$ cat src/rtl/vend_pkg.sv
// Shared definitions for the vending machine coin path: coin encodings,
// default coin values and the change dispenser state encodings.
package vend_pkg;

    // Default coin values in cents (penny is always 1)
    localparam int V_Q_DEF = 25;
    localparam int V_D_DEF = 10;
    localparam int V_N_DEF = 5;

    // Coin-type encodings presented to the hopper
    localparam logic [1:0] COIN_Q = 2'b00;
    localparam logic [1:0] COIN_D = 2'b01;
    localparam logic [1:0] COIN_N = 2'b10;
    localparam logic [1:0] COIN_P = 2'b11;

    // change_dispenser states
    localparam logic [2:0] ST_IDLE    = 3'd0;
    localparam logic [2:0] ST_CALC    = 3'd1;
    localparam logic [2:0] ST_SELECT  = 3'd2;
    localparam logic [2:0] ST_PRESENT = 3'd3;
    localparam logic [2:0] ST_FINISH  = 3'd4;

endpackage

$ cat src/rtl/coin_select.sv
// Combinational largest-coin picker: given a remaining amount, returns the
// largest coin not exceeding it, plus that coin's value. A zero amount yields
// a penny; callers must treat zero separately.
module coin_select
    import vend_pkg::*;
#(
    parameter int AMT_W = 8,
    parameter int V_Q   = V_Q_DEF,
    parameter int V_D   = V_D_DEF,
    parameter int V_N   = V_N_DEF
) (
    input  logic [AMT_W-1:0] remaining_i,
    output logic [1:0]       coin_type_o,
    output logic [AMT_W-1:0] coin_value_o
);

    localparam logic [AMT_W-1:0] VAL_Q = AMT_W'(V_Q);
    localparam logic [AMT_W-1:0] VAL_D = AMT_W'(V_D);
    localparam logic [AMT_W-1:0] VAL_N = AMT_W'(V_N);
    localparam logic [AMT_W-1:0] VAL_P = AMT_W'(1);

    // Greedy priority: quarter, dime, nickel, penny
    always_comb begin
        coin_type_o  = COIN_P;
        coin_value_o = VAL_P;
        if (remaining_i >= VAL_Q) begin
            coin_type_o  = COIN_Q;
            coin_value_o = VAL_Q;
        end else if (remaining_i >= VAL_D) begin
            coin_type_o  = COIN_D;
            coin_value_o = VAL_D;
        end else if (remaining_i >= VAL_N) begin
            coin_type_o  = COIN_N;
            coin_value_o = VAL_N;
        end
    end

endmodule

$ cat src/rtl/change_dispenser.sv
// Change dispenser: computes credit - price and pays the difference out one
// coin per valid/ack handshake, largest coin first. All outputs registered.
module change_dispenser
    import vend_pkg::*;
#(
    parameter int AMT_W = 8,
    parameter int V_Q   = V_Q_DEF,
    parameter int V_D   = V_D_DEF,
    parameter int V_N   = V_N_DEF
) (
    input  logic             clk,
    input  logic             rst_n,
    input  logic             start,
    input  logic [AMT_W-1:0] credit,
    input  logic [AMT_W-1:0] price,
    input  logic             coin_ack,
    output logic             busy,
    output logic             coin_valid,
    output logic [1:0]       coin_type,
    output logic [AMT_W-1:0] coin_count,
    output logic             done,
    output logic             err_short
);

    logic [2:0]       state_q,  state_d;
    logic [AMT_W-1:0] credit_q, credit_d;
    logic [AMT_W-1:0] price_q,  price_d;
    logic [AMT_W-1:0] rem_q,    rem_d;
    logic             short_q,  short_d;
    logic             busy_q,   busy_d;
    logic             valid_q,  valid_d;
    logic [1:0]       type_q,   type_d;
    logic [AMT_W-1:0] count_q,  count_d;
    logic             done_q,   done_d;
    logic             err_q,    err_d;

    logic [AMT_W:0]   diff;
    logic [1:0]       sel_type;
    logic [AMT_W-1:0] sel_value;

    coin_select #(
        .AMT_W (AMT_W),
        .V_Q   (V_Q),
        .V_D   (V_D),
        .V_N   (V_N)
    ) u_coin_select (
        .remaining_i  (rem_q),
        .coin_type_o  (sel_type),
        .coin_value_o (sel_value)
    );

    // Next-state and output-register logic; done/err_short/busy are derived
    // from the next state so they appear in the same cycle as that state.
    always_comb begin
        state_d  = state_q;
        credit_d = credit_q;
        price_d  = price_q;
        rem_d    = rem_q;
        short_d  = short_q;
        valid_d  = valid_q;
        type_d   = type_q;
        count_d  = count_q;
        diff     = {1'b0, credit_q} - {1'b0, price_q};

        case (state_q)
            ST_IDLE: begin
                if (start) begin
                    credit_d = credit;
                    price_d  = price;
                    count_d  = '0;
                    state_d  = ST_CALC;
                end
            end
            ST_CALC: begin
                if (diff[AMT_W]) begin
                    rem_d   = '0;
                    short_d = 1'b1;
                    state_d = ST_FINISH;
                end else begin
                    rem_d   = diff[AMT_W-1:0];
                    state_d = ST_SELECT;
                end
            end
            ST_SELECT: begin
                if (rem_q == '0) begin
                    state_d = ST_FINISH;
                end else begin
                    type_d  = sel_type;
                    valid_d = 1'b1;
                    state_d = ST_PRESENT;
                end
            end
            ST_PRESENT: begin
                // rem_q is unchanged since SELECT, so sel_value matches the presented coin
                if (coin_ack) begin
                    rem_d   = rem_q - sel_value;
                    count_d = count_q + AMT_W'(1);
                    valid_d = 1'b0;
                    state_d = ST_SELECT;
                end
            end
            ST_FINISH: begin
                short_d = 1'b0;
                state_d = ST_IDLE;
            end
            default: begin
                valid_d = 1'b0;
                state_d = ST_IDLE;
            end
        endcase

        busy_d = (state_d != ST_IDLE);
        done_d = (state_d == ST_FINISH);
        err_d  = (state_d == ST_FINISH) && short_d;
    end

    // State and output registers with asynchronous active-low reset
    always_ff @(posedge clk or negedge rst_n) begin
        if (!rst_n) begin
            state_q  <= ST_IDLE;
            credit_q <= '0;
            price_q  <= '0;
            rem_q    <= '0;
            short_q  <= 1'b0;
            busy_q   <= 1'b0;
            valid_q  <= 1'b0;
            type_q   <= COIN_Q;
            count_q  <= '0;
            done_q   <= 1'b0;
            err_q    <= 1'b0;
        end else begin
            state_q  <= state_d;
            credit_q <= credit_d;
            price_q  <= price_d;
            rem_q    <= rem_d;
            short_q  <= short_d;
            busy_q   <= busy_d;
            valid_q  <= valid_d;
            type_q   <= type_d;
            count_q  <= count_d;
            done_q   <= done_d;
            err_q    <= err_d;
        end
    end

    assign busy       = busy_q;
    assign coin_valid = valid_q;
    assign coin_type  = type_q;
    assign coin_count = count_q;
    assign done       = done_q;
    assign err_short  = err_q;

endmodule

$ cat config.mk
export PLATFORM = sky130hd
export DESIGN_NAME = change_dispenser
export DESIGN_NICKNAME = d
export VERILOG_FILES = /design/src/rtl/vend_pkg.sv /design/src/rtl/coin_select.sv /design/src/rtl/change_dispenser.sv
export SDC_FILE = /design/constraint.sdc
export NUM_CORES = 1
export LEC_CHECK = 0
export CORE_MARGIN = 3
export CORE_UTILIZATION = 50
export CTS_CLUSTER_SIZE = 28
export DETAILED_ROUTE_END_ITERATION = 16
export PLACE_DENSITY = 0.73
export SLEW_MARGIN = 20
export SYNTH_ARGS = -nofsm -noshare
export SYNTH_HDL_FRONTEND = slang
export SYNTH_HIERARCHICAL = 1
export SYNTH_SLANG_ARGS = --single-unit
$ cat constraint.sdc
create_clock -name clk -period 3.15 [get_ports clk]
set_input_delay 0.63 -clock clk [delete_from_list [all_inputs] [get_ports clk]]
set_output_delay 0.63 -clock clk [all_outputs]
set_load 0.03 [all_outputs]
==> results.py <==
# Auto-generated metrics
metrics = {
    "critical_path": {
        "critPathTopFamily": "AND-OR/OR-AND gates",
        "end_kind": "flip-flop",
        "critPathSlowestCell": "dfrtp_1",
        "critPathMaxStageDelay_ns": 0.47,
        "crit_buf_inv": 1,
    },
    "detailed_routing": {
        "drc": 0,
        "firstDrtPassIters": 4,
    },
    "grt": {
        "grt_pass1_vias": 2001,
        "grt.total_usage_pct": 17.94,
    },
    "run": {
        "warnings": 26,
    },
    "timing": {
        "slew_headroom_pct": 39.00,
        "period_needed_ns": 2.692,
        "setup_viol": 0,
        "finalClockPeriodUsage_pct": 85.47,
    },
    "yosys": {
        "yosysTopAreaCell": "dfrtp_1",
        "synth_top_area_share_pct": 39.87,
        "synth-edff-count": 0,
        "synth-seq-cells": 42,
    },
    "floorplan": {
        "pin_count": 34,
        "die_area_sq_um": 6180,
    },
    "clock_network": {
        "path_clk_slew_ns": 0.08,
        "cts_tree": "done",
    },
    "status": {
        "status": "completed",
    },
    "power": {
        "total_leakage_power_nw": 1.352,
    },
    "finish": {
        "area_growth_pct": 17.75,
    },
}
==> per-stage QoR <==
step                area, sq um  setup slack (ns)  cells  util [%]
floorplan                  2644            0.6373    281         -
global placement           2994            0.5262    371     60.97
detailed placement         2994            0.4655    371     60.97
CTS                        3104            0.4431    379     63.21
global route               3104            0.1494    379     63.21
finish                     3104            0.4576    379     63.21
==> layer usage <==
layer | share of wire (%) | up-vias | track usage, %
li1 | - | 1048 | -
met3 | 4.5 | 7 | 3.555
met5 | 0 | - | 0
met2 | 48 | 47 | 30.81
met1 | 46 | 980 | 22.95
met4 | 1.1 | 0 | 4.895
==> power breakdown <==
part | switching [mW] | total (mW) | internal, mW | leakage (nW)
clock | 0.187 | 0.424 | 0.236 | 0.0514
combinational | 1.19 | 2.16 | 0.972 | 0.782
sequential | 0.202 | 0.957 | 0.756 | 0.519
total | 1.58 | 3.54 | 1.96 | 1.35
==> kinds of logic (layout without fill, tap and decap cells) <==
logic type | count (synthesis) | in the layout | share of synthesized area [%]
AND/OR/NAND/NOR | 84 | 84 | 16.47
AND-OR/OR-AND | 78 | 78 | 19.84
flip-flops | 42 | 42 | 39.87
buffers and inverters | 33 | 64 | 5.980
adder cells (fa/ha/maj) | 18 | 18 | 9.112
XOR/XNOR | 13 | 13 | 4.319
multiplexers | 10 | 10 | 4.272
other | 1 | 3 | 0.1422
==> cell usage in the layout, fill, tap and decap left out, types with 4 or more instances in the layout <==
cell | synthesis | routed
xnor2_1 | 5 | 5
o21ai_0 | 21 | 21
a21oi_1 | 16 | 16
nand2_1 | 26 | 26
mux2_2 | 10 | 10
a22oi_1 | 4 | 4
nor2_1 | 16 | 16
clkbuf_8 | 0 | 5
xor2_1 | 8 | 8
clkdlybuf4s50_1 | 0 | 32
inv_1 | 20 | 20
dfrtp_1 | 42 | 42
nor3_1 | 8 | 8
ha_1 | 16 | 16
and3_1 | 4 | 4
o21ai_1 | 7 | 7
==> flip-flops by register name (all words and copies together), names as in the netlist <==
signal and flops:
done 1, coin_count 8, rem_q 8, price_q 8, state_q 3, short_q 1, coin_valid 1, coin_type 2
credit_q 8, busy 1, err_short 1
==> worst paths after layout <==
check / startpoint / to / slack (ns) / cells after the start
max: rem_q[2] / rem_q[7] / 0.46 / 11
min: rst_n / rem_q[2] / 0.46 / 1
max reg2reg: rem_q[2] / rem_q[7] / 0.46 / 11
min reg2reg: coin_type[0] / coin_type[0] / 0.51 / 1
max in group asynchronous: rst_n / credit_q[0] / 2.12 / 1
min in group clk: coin_type[0] / coin_type[0] / 0.51 / 1
==> layout make-up <==
cell class	count	area, sq um
Sequential cell	42	1051
Clock inverter	2	37.54
Fill cell	450	1807
Clock buffer	6	72.57
Tap cell	67	83.83
Timing Repair Buffer	34	332.8
Multi-Input combinational cell	206	1444
Inverter	22	82.58
Fig. 1: placed standard cells
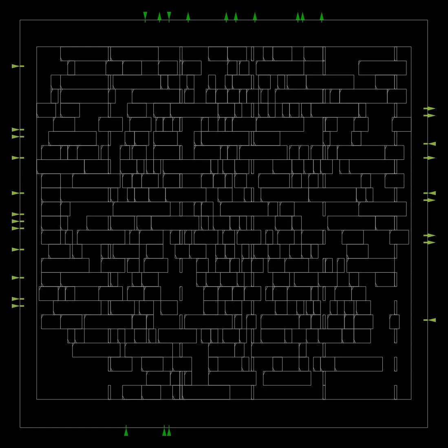
seq_cells: 42
fraction of area in registers: 33.86%

Fig. 2: met3 routing
Scale: 4 px per micron.
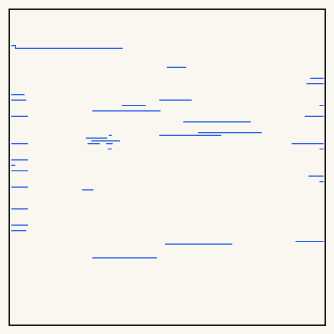
- longest straight run: 26.7 microns
- nets with wire on the layer: 32
- wire length on this layer: 232 microns
- share of all routed wire: 4.5%
- main direction: horizontal

Fig. 3: signal wires by layer
Scale: 4 px per micron. Two of the layers only.
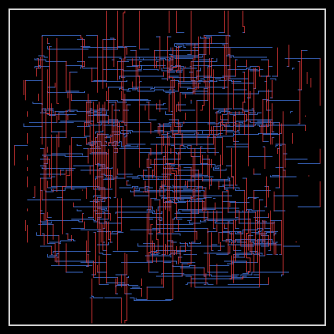
- red: M2 (wire length 2460 microns)
- blue: M1 (wire length 2370 microns)

Fig. 4: cells coloured by class
Scale: 4 px per micron.
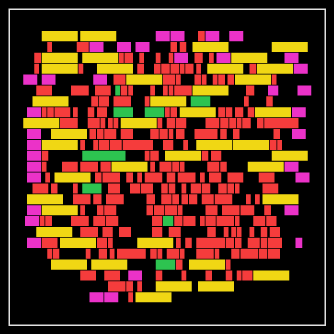
- red: remaining logic cells (cells 228; share of their area 51%)
- green: clock drivers and dummy loads (cells 8; share of their area 3.6%)
- magenta: remaining buffers and delay cells (cells 34; share of their area 11%)
- yellow: registers (cells 42; share of their area 35%)

Power figures rest on the tool's default switching activity, not on a simulated workload.
